Fig. 1: run 1, wiring by layer
Scale: 4 px per µm.
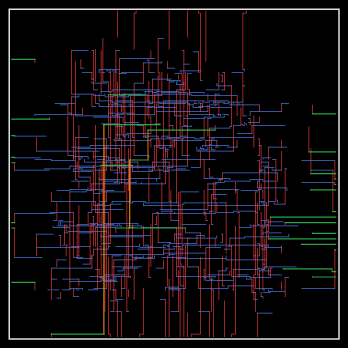
Fig. 2: run 1, sequential cells coloured by netlist name
Scale: 6 px per µm.
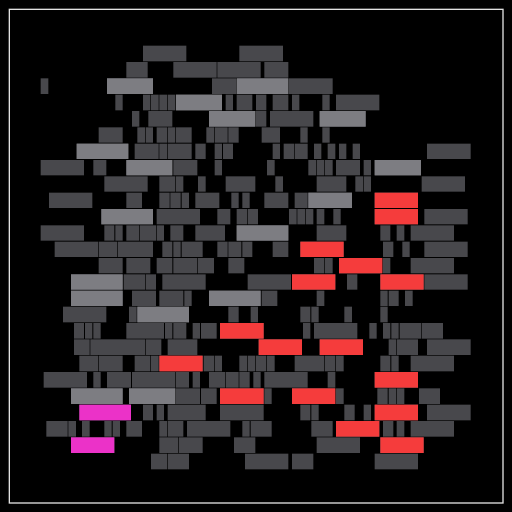
Fig. 3: run 1, close-up of the layout
Window x 52 to 72, y 11 to 31 µm. Cells in grey, sequential cells in the stronger grey; small squares are vias.
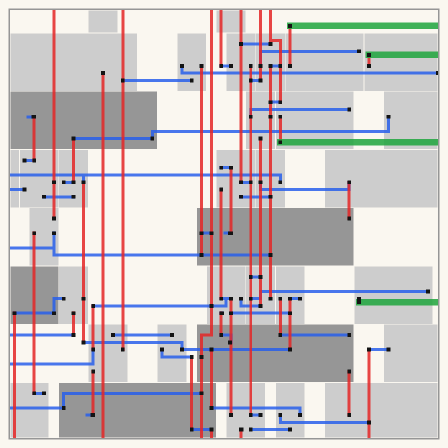
$ cat src/rtl/dr_pkg.sv
// Shared types and dual-rail helpers for the NCL source block.
package dr_pkg;

    localparam int unsigned RAIL_NUM = 2;
    localparam int unsigned RAIL_F   = 0;
    localparam int unsigned RAIL_T   = 1;

    // Widest word the helpers handle; callers zero-extend and truncate.
    localparam int unsigned DR_MAX_W = 64;

    typedef enum logic {
        S_NULL,
        S_DATA
    } dr_state_e;

    // Bit i set -> true rail high, bit i clear -> false rail high.
    function automatic logic [RAIL_NUM*DR_MAX_W-1:0] dr_encode(input logic [DR_MAX_W-1:0] word);
        logic [RAIL_NUM*DR_MAX_W-1:0] v;
        v = '0;
        for (int i = 0; i < DR_MAX_W; i++) begin
            v[RAIL_NUM*i + RAIL_T] = word[i];
            v[RAIL_NUM*i + RAIL_F] = ~word[i];
        end
        return v;
    endfunction

    function automatic logic dr_is_null(input logic [RAIL_NUM*DR_MAX_W-1:0] v);
        return (v == '0);
    endfunction

endpackage

$ cat src/rtl/sync_ff.sv
// N-stage single-bit synchronizer with synchronous active-high reset.
module sync_ff #(
    parameter int unsigned STAGES = 2
) (
    input  logic clk,
    input  logic rst,
    input  logic d,
    output logic q
);

    logic [STAGES-1:0] chain_q;

    // Shift the asynchronous input through the flop chain.
    always_ff @(posedge clk) begin
        if (rst) begin
            chain_q <= '0;
        end else begin
            chain_q <= {chain_q[STAGES-2:0], d};
        end
    end

    assign q = chain_q[STAGES-1];

endmodule

$ cat src/rtl/dr_src.sv
// Clocked dual-rail NCL source: turns valid/ready words into four-phase DATA/NULL
// wavefronts paced by the downstream request line en.
// Optional stall watchdog: define DR_SRC_TIMEOUT_EN.
module dr_src
    import dr_pkg::*;
#(
    parameter int unsigned WIDTH       = 8,
    parameter int unsigned SYNC_STAGES = 2,
    parameter int unsigned CNT_W       = 16,
    parameter int unsigned TIMEOUT     = 1024
) (
    input  logic                      clk,
    input  logic                      rst,
    input  logic                      in_valid,
    output logic                      in_ready,
    input  logic [WIDTH-1:0]          in_data,
    input  logic                      en,
    output logic [WIDTH*RAIL_NUM-1:0] out,
    output logic [CNT_W-1:0]          tok_cnt,
    output logic                      err
);

    localparam int unsigned OUT_W = RAIL_NUM * WIDTH;

    if (WIDTH > DR_MAX_W || SYNC_STAGES < 2 || SYNC_STAGES > 4 || TIMEOUT < 2)
    begin : g_param_chk
        $error("dr_src: illegal parameter combination");
    end

    dr_state_e         state_q;
    logic [OUT_W-1:0]  out_q;
    logic [CNT_W-1:0]  cnt_q;
    logic [OUT_W-1:0]  data_enc;
    logic              en_s;

    sync_ff #(
        .STAGES (SYNC_STAGES)
    ) u_en_sync (
        .clk (clk),
        .rst (rst),
        .d   (en),
        .q   (en_s)
    );

    assign data_enc = OUT_W'(dr_encode(DR_MAX_W'(in_data)));

    // Only flops feed in_ready, so it is stable for the whole cycle.
    assign in_ready = (state_q == S_NULL) && en_s;

    // Four-phase sequencer; every output rail comes straight from out_q.
    always_ff @(posedge clk) begin
        if (rst) begin
            state_q <= S_NULL;
            out_q   <= '0;
            cnt_q   <= '0;
        end else begin
            case (state_q)
                S_NULL: begin
                    if (in_valid && in_ready) begin
                        out_q   <= data_enc;
                        cnt_q   <= cnt_q + CNT_W'(1);
                        state_q <= S_DATA;
                    end
                end
                S_DATA: begin
                    if (!en_s) begin
                        out_q   <= '0;
                        state_q <= S_NULL;
                    end
                end
                default: begin
                    out_q   <= '0;
                    state_q <= S_NULL;
                end
            endcase
        end
    end

    assign out     = out_q;
    assign tok_cnt = cnt_q;

`ifdef DR_SRC_TIMEOUT_EN
    localparam int unsigned WD_W = $clog2(TIMEOUT + 1);

    logic [WD_W-1:0] wd_q;
    logic            err_q;
    logic            state_chg;
    logic            wd_run;

    assign state_chg = (state_q == S_NULL && in_valid && in_ready) ||
                       (state_q == S_DATA && !en_s);
    // Waiting on downstream to ask for NULL, or on en while a word is pending.
    assign wd_run    = (state_q == S_DATA && en_s) ||
                       (state_q == S_NULL && !en_s && in_valid);

    // Stall watchdog with sticky error flag; never touches the data path.
    always_ff @(posedge clk) begin
        if (rst) begin
            wd_q  <= '0;
            err_q <= 1'b0;
        end else begin
            if (state_chg) begin
                wd_q <= '0;
            end else if (wd_run && wd_q != WD_W'(TIMEOUT)) begin
                wd_q <= wd_q + WD_W'(1);
            end
            if (!state_chg && wd_run && wd_q == WD_W'(TIMEOUT - 1)) begin
                err_q <= 1'b1;
            end
        end
    end

    assign err = err_q;
`else
    assign err = 1'b0;
`endif

endmodule

$ cat config.mk
export PLATFORM = sky130hd
export DESIGN_NAME = dr_src
export DESIGN_NICKNAME = d
export VERILOG_FILES = /design/src/rtl/dr_pkg.sv /design/src/rtl/sync_ff.sv /design/src/rtl/dr_src.sv
export SDC_FILE = /design/constraint.sdc
export NUM_CORES = 1
export LEC_CHECK = 0
export ABC_AREA = 1
export CELL_PAD_IN_SITES_DETAIL_PLACEMENT = 0
export CELL_PAD_IN_SITES_GLOBAL_PLACEMENT = 1
export CORE_MARGIN = 5
export CORE_UTILIZATION = 29
export DETAILED_ROUTE_END_ITERATION = 6
export PLACE_DENSITY_LB_ADDON = 0.25
export SLEW_MARGIN = 5
export SYNTH_ARGS = -nofsm -noshare
export SYNTH_HDL_FRONTEND = slang
export SYNTH_SLANG_ARGS = --single-unit
$ cat constraint.sdc
create_clock -name clk -period 1.2 [get_ports clk]
set_clock_uncertainty 0.05 [all_clocks]
set_input_delay 0.24 -clock clk [delete_from_list [all_inputs] [get_ports clk]]
set_output_delay 0.24 -clock clk [all_outputs]
set_load 0.05 [all_outputs]
==> flow_summary.ini, run 1 <==
; generated from flow reports
[sta]
setup-violations-final = 15
fmax_ghz = 0.774
layout_setup_ws_ns = -0.0915
rsz0062_at_grt = true
min_period_ns = 1.29

[grt]
grt_max_degree = 17

[logic_synthesis]
fp_nets = 210
ys_top_cells_by_area = dfxtp_1 47%, nand2_1 14%, a21oi_1 7.6%
synth-seq-cells = 35
syn_area_um2 = 1510
ys_types = 28
yosys_warnings = 0

[placed_design]
io_buffers = 44

[layout]
n_antenna_cell = 0
num-multi-input-gates = 138
drive_gt1_share_pct = 43.1
clockBufferCount = 7
lay_top_count = nand2_1

[outcome]
status = complete, but fails checks
violations = negative setup slack

[floorplan]
die_y_um = 82.0
fp.coreArea_um2 = 5070
dieArea_um2 = 6730

[pwr]
power_mw = 2.37

[cts]
worstSkewPairLatency_ns = 0.28

[critical_path]
setup.worst_path.start = state_q$_SDFF_PP0_
r2r_cells = 7
end_kind = register

[drt]
first_pass_iters = 4
-- Fig. 1 (at the start) --
M4: shown in orange, wire length 76.8 µm. M3: shown in green, wire length 213 µm. M1: shown in blue, wire length 1740 µm. M2: shown in red, wire length 2090 µm.
vias: 1505
WL final: 4120 µm
total track usage: 13.4%

-- Fig. 2 (at the start) --
`u_en_sync.chain_q`: shown in magenta, flops 2. `out`: shown in red, flops 16.
Another 17 sequential cells are not coloured.
sequential power: 1.18 mW
Flop area: 747 µm²
Seq area share: 26.4%

-- Fig. 3 (at the start) --
M2: shown in red. M1: shown in blue. M3: shown in green.
Netlist names of flops here include `out` (4). Sequential cells in the window: 4. 28 logic cells have their middle in the window. Most frequent: nand2_1 (12), a21oi_1 (5).

[run 1: cell usage after synthesis]
| cell | count |
|---|---|
| a211oi_1 | 1 |
| a21oi_1 | 23 |
| a31oi_1 | 1 |
| buf_1 | 1 |
| buf_2 | 2 |
| buf_4 | 1 |
| buf_6 | 1 |
| conb_1 | 1 |
| dfxtp_1 | 35 |
| ha_1 | 1 |
| inv_1 | 16 |
| inv_2 | 3 |
| nand2_1 | 57 |
| nand2_2 | 3 |
| nand2_4 | 2 |
| nand3_1 | 7 |
| nand3_4 | 1 |
| nand4_1 | 2 |
| nor2_1 | 21 |
| nor2_2 | 2 |
| nor2_4 | 1 |
| nor2_8 | 2 |
| nor3_1 | 4 |
| nor3_4 | 1 |
| o21ai_0 | 3 |
| o21ai_1 | 2 |
| o21bai_2 | 2 |
| xor2_1 | 1 |
[run 1: power breakdown]
group          internal, mW  switching (mW)
sequential             1.16          0.0210
clock                 0.463           0.414
combinational         0.154           0.155
[run 1: through the flow]
| step | worst slack, ns | setup TNS (ns) | instance area [µm²] | instances | utilization (%) |
|---|---|---|---|---|---|
| 2_1_floorplan | -0.0676 | -0.151 | 1580 | 197 | - |
| 3_5_place_dp | -0.473 | -12.17 | 2570 | 327 | 50.6 |
| 6_report | -0.0915 | -0.594 | 2830 | 344 | 55.7 |
| 4_1_cts | -0.0561 | -0.292 | 2750 | 339 | 54.1 |
| 3_3_place_gp | -0.445 | -11.82 | 2570 | 327 | 50.6 |
| 5_1_grt | -0.176 | -2.39 | 2830 | 344 | 55.7 |
[run 1: worst max-delay path: stages, from the launching register on]
cell and delay (ns):
dfxtp_2 0.33, inv_2 0.07, nand3_4 0.12, buf_4 0.18, buf_4 0.13, buf_4 0.13
xor2_1 0.12, nor2_1 0.05
[run 1: how the worst min path moves through the flow]
stage / endpoint / slack (ns) / cells past startpoint
after floorplan: u_en_sync.chain_q[0]$_SDFF_PP0_ / 0.30 / 2
after global placement: u_en_sync.chain_q[1]$_SDFF_PP0_ / 0.34 / 2
after detailed placement: u_en_sync.chain_q[1]$_SDFF_PP0_ / 0.35 / 2
after CTS: state_q$_SDFF_PP0_ / 0.34 / 3
after global routing: state_q$_SDFF_PP0_ / 0.36 / 3
final: u_en_sync.chain_q[1]$_SDFF_PP0_ / 0.35 / 2
[run 1: layer usage]
metal / vias to the layer above / GRT usage [%] / share of wire [%]
met4: 0 / 5.48 / 1.8
met2: 35 / 22.4 / 51
met1: 690 / 16.0 / 42
met5: - / 0 / 0
met3: 6 / 3.84 / 5.2
li1: 774 / - / -
[run 1: state kept, by name, indices dropped and copies added, names as in the netlist]
name,flops
tok_cnt,16
state_q,1
out,16
u_en_sync.chain_q,2
[run 1: kinds of logic (layout without fill, tap and decap cells)]
kind of cell | Yosys count | in the layout | synth area share (%)
xor+xnor | 1 | 1 | 0.582
other cells | 1 | 1 | 0.249
flops | 35 | 35 | 46.6
buf+inv | 24 | 101 | 6.90
compound gates | 32 | 32 | 11.7
fa+ha+maj | 1 | 1 | 0.831
simple gates | 103 | 103 | 33.2
[run 1: what timing repair did]
item | 4_1_cts | 5_1_grt
gates resized | 20 | 9
pin swaps | 8 | 4
setup endpoints to repair | 38 | 38
buffers inserted | 6 | 5
==> run 2, diff against run 1 <==
--- a/config.mk
+++ b/config.mk
@@ -8,7 +8,6 @@
 export ABC_AREA = 1
 export CELL_PAD_IN_SITES_DETAIL_PLACEMENT = 0
 export CELL_PAD_IN_SITES_GLOBAL_PLACEMENT = 1
-export CORE_MARGIN = 5
 export CORE_UTILIZATION = 29
 export DETAILED_ROUTE_END_ITERATION = 6
 export PLACE_DENSITY_LB_ADDON = 0.25
==> run 2 against run 1 <==
  * The run still ends with negative setup slack left
  * Sequential share of layout area hardly changed
  * First-iteration DRC count down 18%
  * Setup slack gained 0.0023 ns
  * Sequential power about the same
  * Total power is 0.96% lower
  * Utilization is 2.4 points higher
  * Global-route usage is 2.2 points higher
  * Clock power is 2% lower
  * Sequential cell count is the same
  * Largest power group unchanged
  * Count of clock-buffer cells in the layout shrank 2
==> flow_summary.ini, run 2 <==
; generated from flow reports
[outcome]
status = complete, but fails checks
violations = negative setup slack

[layout]
drive_gt1_share_pct = 45.2
lay_top_count = nand2_1
n_antenna_cell = 0

[logic_synthesis]
synth-seq-cells = 35
edf_count = 0
yosys-top-cells-count = 57 x nand2_1, 35 x dfxtp_1, 23 x a21oi_1
yosys_warnings = 0
most_common_cell = nand2_1
ys_top_cells_by_area = dfxtp_1 47%, nand2_1 14%, a21oi_1 7.6%
fp_nets = 210
synth_top_flop_cell = dfxtp_1
syn_area_um2 = 1510

[critical_path]
reg2reg_from = state_q$_SDFF_PP0_
crit_slowest_cell = dfxtp_2
r2r_cells = 6
worst-path-stages = 6
path_cells = inv_2 -> nand3_4 -> nor2_4 -> nand3_2 -> o21ai_2 -> nor2_2
critPathMaxStageDelay_ns = 0.33
end_kind = register
setup.worst_path.start = state_q$_SDFF_PP0_
worst-path-buf-inv = 1

[cts]
cts_tree = yes
worstSkewPairLatency_ns = 0.29
clockBufferDepth = 2

[drt]
first_pass_iters = 4

[floorplan]
die_y_um = 74.0
dieArea_um2 = 5480

[hold_path]
whs_path_depth = 3

[sta]
rsz0062_at_grt = true
setup-violations-final = 14
finalSetupTns_ns = -0.388
fmax_ghz = 0.776
layout_setup_ws_ns = -0.0892

[grt]
grt_max_degree = 17
antenna_found_initial = 0

[placed_design]
io_buffers = 44

[pwr]
power_mw = 2.35
run 2: cell counts after synthesis:
No cell type changed its count.
run 2: per-stage QoR:
step / util, % / cells / cell area, µm² / worst slack, ns / hold slack [ns]
finish: 58.1 / 339 / 2820 / -0.0892 / 0.361
global route: 58.1 / 339 / 2820 / -0.138 / 0.387
CTS: 56.6 / 336 / 2750 / -0.0602 / 0.353
detailed placement: 52.5 / 320 / 2550 / -0.481 / 0.367
global placement: 52.5 / 320 / 2550 / -0.450 / 0.343
floorplan: - / 197 / 1580 / -0.0676 / 0.297
run 2: logic make-up (layout without fill, tap and decap cells):
kind of cell,count (synthesis),count (layout),synth area share [%]
compound gates,32,32,11.7
xor+xnor,1,1,0.582
fa+ha+maj,1,1,0.831
buf+inv,24,99,6.90
flops,35,35,46.6
other cells,1,1,0.249
simple gates,103,103,33.2
run 2: report_power, final:
part	internal (mW)	switching [mW]
clock network	0.405	0.452
logic	0.149	0.156
registers	1.16	0.0207
run 2: per-layer routing:
metal	part of all wire, %	track usage, %	up-vias	wire length [µm]
met5	0	0	-	0
met4	1.2	5.13	0	49
met3	4.6	4.61	5	183
met2	48	25.5	37	1900
met1	47	19.8	670	1860
li1	-	-	773	-
run 2: area by class of cell:
class	count	area (µm²)	share of cell area, %
Clock buffer	5	68.8	2.44
Inverter	19	71.3	2.53
Multi-Input combinational cell	138	807	28.7
Clock inverter	3	18.8	0.666
Sequential cell	35	744	26.4
Timing Repair Buffer	72	1020	36.3
Tap cell	67	83.8	2.98
run 2: worst min path at each step:
stage	endpoint	slack (ns)
after floorplan	u_en_sync.chain_q[0]$_SDFF_PP0_	0.30
after global placement	u_en_sync.chain_q[1]$_SDFF_PP0_	0.34
after detailed placement	u_en_sync.chain_q[1]$_SDFF_PP0_	0.37
after CTS	state_q$_SDFF_PP0_	0.35
after global routing	u_en_sync.chain_q[1]$_SDFF_PP0_	0.39
final	state_q$_SDFF_PP0_	0.36
run 2: worst reg2reg max path: cells and delay by family, from the launching register on:
kind                   cells  cell delay (ns)
AND-OR/OR-AND              1             0.16
flip-flops                 1             0.33
buffers and inverters      1             0.06
AND/OR/NAND/NOR            4             0.58
run 2: timing repair:
item / 4_1_cts / 5_1_grt
gates resized: 16 / 15
buffers inserted: 9 / 3
endpoints found under the setup margin: 38 / 31
pin swaps: 9 / 5
cloned: 0 / 0
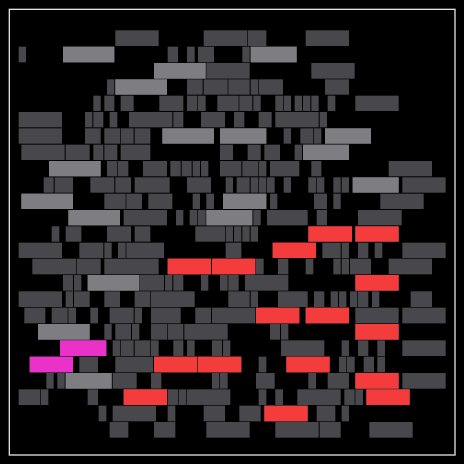
Fig. 4. Sequential cells coloured by netlist name (run 2).
Scale: 6 px per µm.
`u_en_sync.chain_q`: shown in magenta, flops 2. `out`: shown in red, flops 16.
Another 17 sequential cells are not coloured.
Util after Layout: 58.1%
Flop area: 744 µm²
Seq area share: 26.4%

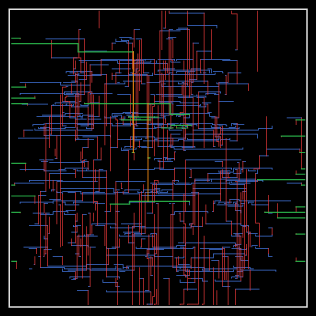
Fig. 5. Wiring by layer (run 2).
Scale: 4 px per µm.
M4: shown in orange, wire length 49.6 µm. M3: shown in green, wire length 183 µm. M2: shown in red, wire length 1900 µm. M1: shown in blue, wire length 1860 µm.
detail-routed net length per standard cell: 11.8 µm
total track usage: 15.6%
WL final: 4000 µm
vias: 1485

Power figures rest on the tool's default switching activity, not on a simulated workload.
